<file path="src/rtl/acc_unit.sv">
// acc_unit: accumulator register for the accumulator processor datapath.
// Supports load, add, subtract, shift left/right and a small save/restore stack
// for subroutine and interrupt context.
// One op per cycle. The result appears on the outputs after the rising edge
// that samples op.
//
// Ports:
//   clk          rising-edge clock
//   reset        asynchronous, active-high; clears all state except stack contents
//   op[2:0]      0 HOLD, 1 LOAD, 2 ADD, 3 SUB, 4 SHL, 5 SHR, 6 PUSH, 7 POP
//   din          operand for LOAD/ADD/SUB
//   acc_out      registered accumulator
//   zero/neg     state of acc after the last op that updates these flags
//   carry        carry (ADD), borrow (SUB) or the bit shifted out (SHL/SHR)
//   ovf          signed overflow from ADD/SUB; cleared by shifts
//   stack_count  number of occupied stack entries
//   stack_full   stack_count == STACK_DEPTH
//   stack_empty  stack_count == 0
//   err          one-cycle pulse on PUSH when full or POP when empty
module acc_unit #(
  parameter int WIDTH       = 16,
  parameter int STACK_DEPTH = 4,
  parameter bit SATURATE    = 1'b0
) (
  input  logic                             clk,
  input  logic                             reset,
  input  logic [2:0]                       op,
  input  logic [WIDTH-1:0]                 din,
  output logic [WIDTH-1:0]                 acc_out,
  output logic                             zero,
  output logic                             neg,
  output logic                             carry,
  output logic                             ovf,
  output logic [$clog2(STACK_DEPTH+1)-1:0] stack_count,
  output logic                             stack_full,
  output logic                             stack_empty,
  output logic                             err
);

  localparam int CW = $clog2(STACK_DEPTH+1);
  // Stack index width; a depth of 1 still needs one address bit.
  localparam int IW = (STACK_DEPTH > 1) ? $clog2(STACK_DEPTH) : 1;

  localparam logic [WIDTH-1:0] SMAX = {1'b0, {(WIDTH-1){1'b1}}};
  localparam logic [WIDTH-1:0] SMIN = {1'b1, {(WIDTH-1){1'b0}}};

  typedef enum logic [2:0] {
    OP_HOLD = 3'b000,
    OP_LOAD = 3'b001,
    OP_ADD  = 3'b010,
    OP_SUB  = 3'b011,
    OP_SHL  = 3'b100,
    OP_SHR  = 3'b101,
    OP_PUSH = 3'b110,
    OP_POP  = 3'b111
  } op_e;

  op_e opc;
  assign opc = op_e'(op);

  // Save stack. Its contents are not reset: only the count says what is valid.
  logic [WIDTH-1:0] stack_mem [STACK_DEPTH];

  // Arithmetic. The extra top bit gives the carry for ADD and the borrow for SUB.
  logic [WIDTH:0]   add_x, sub_x;
  logic             add_ovf, sub_ovf;
  logic [WIDTH-1:0] sat_val;
  logic             msb_a, msb_d;

  assign msb_a   = acc_out[WIDTH-1];
  assign msb_d   = din[WIDTH-1];
  assign add_x   = {1'b0, acc_out} + {1'b0, din};
  assign sub_x   = {1'b0, acc_out} - {1'b0, din};
  assign add_ovf = (msb_a == msb_d) && (add_x[WIDTH-1] != msb_a);
  assign sub_ovf = (msb_a != msb_d) && (sub_x[WIDTH-1] != msb_a);
  // In both cases the true result has the sign of acc. For ADD the operands
  // share that sign. For SUB, acc - (opposite sign) moves away from zero.
  assign sat_val = msb_a ? SMIN : SMAX;

  // Stack bookkeeping
  logic          full_c, empty_c, push_ok, pop_ok, stk_err;
  logic [CW-1:0] cnt_dec;
  logic [IW-1:0] wr_idx, rd_idx;

  assign full_c  = (stack_count == CW'(STACK_DEPTH));
  assign empty_c = (stack_count == '0);
  assign push_ok = (opc == OP_PUSH) && !full_c;
  assign pop_ok  = (opc == OP_POP)  && !empty_c;
  assign stk_err = ((opc == OP_PUSH) && full_c) || ((opc == OP_POP) && empty_c);
  assign cnt_dec = stack_count - CW'(1);
  // These indices are only used while count < DEPTH (push) or count > 0 (pop),
  // so the low IW bits hold the exact value.
  assign wr_idx  = stack_count[IW-1:0];
  assign rd_idx  = cnt_dec[IW-1:0];

  assign stack_full  = full_c;
  assign stack_empty = empty_c;

  // Next state
  logic [WIDTH-1:0] acc_nx;
  logic             carry_nx, ovf_nx, upd_zn;
  logic [CW-1:0]    cnt_nx;

  always_comb begin
    acc_nx   = acc_out;
    carry_nx = carry;
    ovf_nx   = ovf;
    cnt_nx   = stack_count;
    upd_zn   = 1'b0;
    unique case (opc)
      OP_HOLD: ;
      OP_LOAD: begin
        acc_nx = din;
        upd_zn = 1'b1;
      end
      OP_ADD: begin
        carry_nx = add_x[WIDTH];
        ovf_nx   = add_ovf;
        acc_nx   = (SATURATE && add_ovf) ? sat_val : add_x[WIDTH-1:0];
        upd_zn   = 1'b1;
      end
      OP_SUB: begin
        carry_nx = sub_x[WIDTH];
        ovf_nx   = sub_ovf;
        acc_nx   = (SATURATE && sub_ovf) ? sat_val : sub_x[WIDTH-1:0];
        upd_zn   = 1'b1;
      end
      OP_SHL: begin
        carry_nx = msb_a;
        ovf_nx   = 1'b0;
        acc_nx   = {acc_out[WIDTH-2:0], 1'b0};
        upd_zn   = 1'b1;
      end
      OP_SHR: begin
        carry_nx = acc_out[0];
        ovf_nx   = 1'b0;
        acc_nx   = {msb_a, acc_out[WIDTH-1:1]};
        upd_zn   = 1'b1;
      end
      OP_PUSH: begin
        if (push_ok) cnt_nx = stack_count + CW'(1);
      end
      OP_POP: begin
        if (pop_ok) begin
          cnt_nx = cnt_dec;
          acc_nx = stack_mem[rd_idx];
          upd_zn = 1'b1;
        end
      end
      default: ;
    endcase
  end

  // Registers
  always_ff @(posedge clk or posedge reset) begin
    if (reset) begin
      acc_out     <= '0;
      zero        <= 1'b1;
      neg         <= 1'b0;
      carry       <= 1'b0;
      ovf         <= 1'b0;
      stack_count <= '0;
      err         <= 1'b0;
    end else begin
      acc_out     <= acc_nx;
      carry       <= carry_nx;
      ovf         <= ovf_nx;
      stack_count <= cnt_nx;
      err         <= stk_err;
      if (upd_zn) begin
        zero <= (acc_nx == '0);
        neg  <= acc_nx[WIDTH-1];
      end
    end
  end

  always_ff @(posedge clk) begin
    if (push_ok) stack_mem[wr_idx] <= acc_out;
  end

endmodule

</file>
<file path="config.mk">
export PLATFORM = sky130hd
export DESIGN_NAME = acc_unit
export DESIGN_NICKNAME = d
export VERILOG_FILES = /design/src/rtl/acc_unit.sv
export SDC_FILE = /design/constraint.sdc
export NUM_CORES = 1
export LEC_CHECK = 0
export CAP_MARGIN = 20
export CORE_ASPECT_RATIO = 0.6
export CORE_MARGIN = 2
export CORE_UTILIZATION = 28
export DETAILED_ROUTE_END_ITERATION = 8
export DONT_BUFFER_PORTS = 1
export PLACE_DENSITY = 0.46
export REMOVE_ABC_BUFFERS = 1
export SLEW_MARGIN = 15
export SYNTH_ARGS = -nofsm -noshare
export SYNTH_HDL_FRONTEND = slang
export SYNTH_SLANG_ARGS = --single-unit
</file>
<file path="constraint.sdc">
create_clock -name clk -period 5.2 [get_ports clk]
set_clock_uncertainty 0.1 [all_clocks]
set_input_delay 1.04 -clock clk [delete_from_list [all_inputs] [get_ports clk]]
set_output_delay 1.04 -clock clk [all_outputs]
set_load 0.02 [all_outputs]
</file>
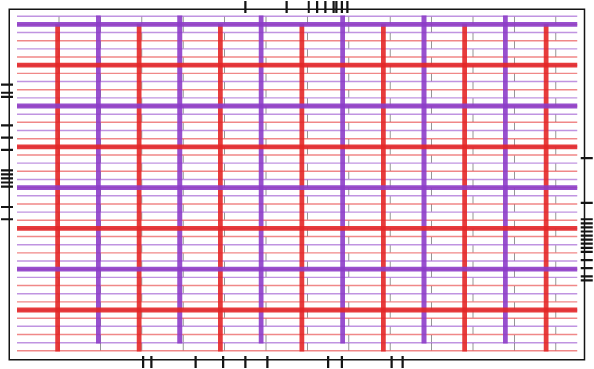
Figure 1: PDN straps and rails.
(3 px per um) Pins as bars on the die edge. Tap cells in grey.
| net | colour |
|---|---|
| VDD | purple |
| VSS | red |
met1 rails: 42
signal pins: 47
tap cells: 279
met5 straps: 8

==> impl_metrics.csv <==
group,metric,value,unit
clocking,path_clk_slew,0.07,ns
global_routing,grt_antenna_before_repair,0,
floorplan,initial_core_util,0.2827,
power_and_ir_drop,power.density,552.6,nW/um^2
drt,dr.pass1.iters,5,
layout,fillers,2178,
yosys,xor_share,0.01636,
power_and_ir_drop,cellLeakagePower,2.513,nW
worst_setup_path,cpLargestDelayFamily,"simple AND/OR/NAND/NOR gates",
drt,dr.max_layer_used,"met4",
layout,combGateArea,3104,um^2
worst_setup_path,reg2regPathDepth,11,
clocking,cts_setup_buffers,0,
power_and_ir_drop,switching_share,0.4471,
layout,final_cell_mix,"edfxtp_1 (64), nand2_1 (45), nor2_1 (44)",
layout,largest_class,"multi-input combinational cells",
power_and_ir_drop,max-vdd-ir-drop,235.6,uV
final_timing,hold_ws,0.3846,ns
outcome,status,"complete, no violations",
drt,vias,4613,
yosys,synthArstFlopShare,0.2727,
worst_setup_path,path_cells,"inv_1 -> ha_1 -> ha_1 -> inv_2 -> o21ai_1 -> a221oi_1 -> nand2_1 -> or4_1 -> nor4_1 -> nand4b_1 -> o21ai_1",
final_timing,finalSetupViolCount,0,
worst_setup_path,critical_path_class,"reg -> reg",
drt,wl_per_cell,21.88,um
yosys,synth-compound-area-share,0.2010,
placed_design,dpl_worst_slack,0.9932,ns
yosys,yosys_register_bits,88,
worst_setup_path,r2r_end,"zero",
layout,area_growth,10.69,%
job,warnings,46,
layout,nClkBuffers,9,
clocking,postCtsHoldBufs,0,
global_routing,track_usage,0.1714,
placed_design,dp_hpwl,13.99,mm
yosys,ys_cells,561,
floorplan,io_pins,47,
worst_setup_path,r2r_slack,0.88,ns
layout,top_regs,"stack_mem: 64 flops, acc_out: 16 flops, stack_count: 3 flops",
clocking,htreeDepth,3,
hold_path,hold_path.class,"in -> async",
power_and_ir_drop,fin_total_pwr,3.602,mW
final_timing,slew_headroom,0.2951,
layout,comb_cells,406,
placed_design,gp_congestion,0.8589,
yosys,synth-edff-count,64,
global_routing,gr-usage-met3,0.06520,
worst_setup_path,cp.arrival,4.50,ns
layout,antennaDiodeCount,0,
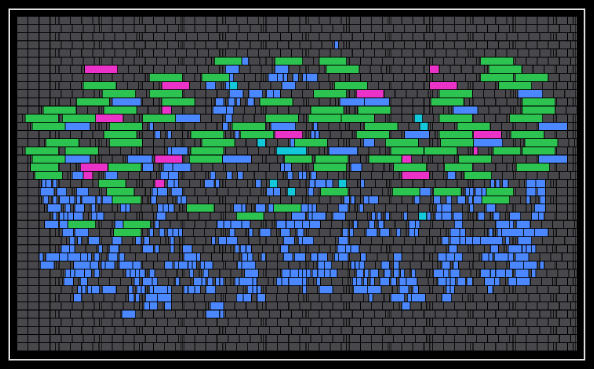
Figure 2: cells coloured by class.
(3 px per um) Fill, decap, tap and diode cells in grey.
| class | colour | cells |
|---|---|---|
| all other logic | blue | 446 |
| other buffers and delay cells | cyan | 9 |
| clock drivers and dummy loads | magenta | 16 |
| flip-flops | green | 88 |
Post-Layout Inst Area: 6518 um^2
Final Core Density: 0.3129
Seq/total area: 0.3872
Core ar.: 20830 um^2
row count: 41

Power figures rest on the tool's default switching activity, not on a simulated workload.
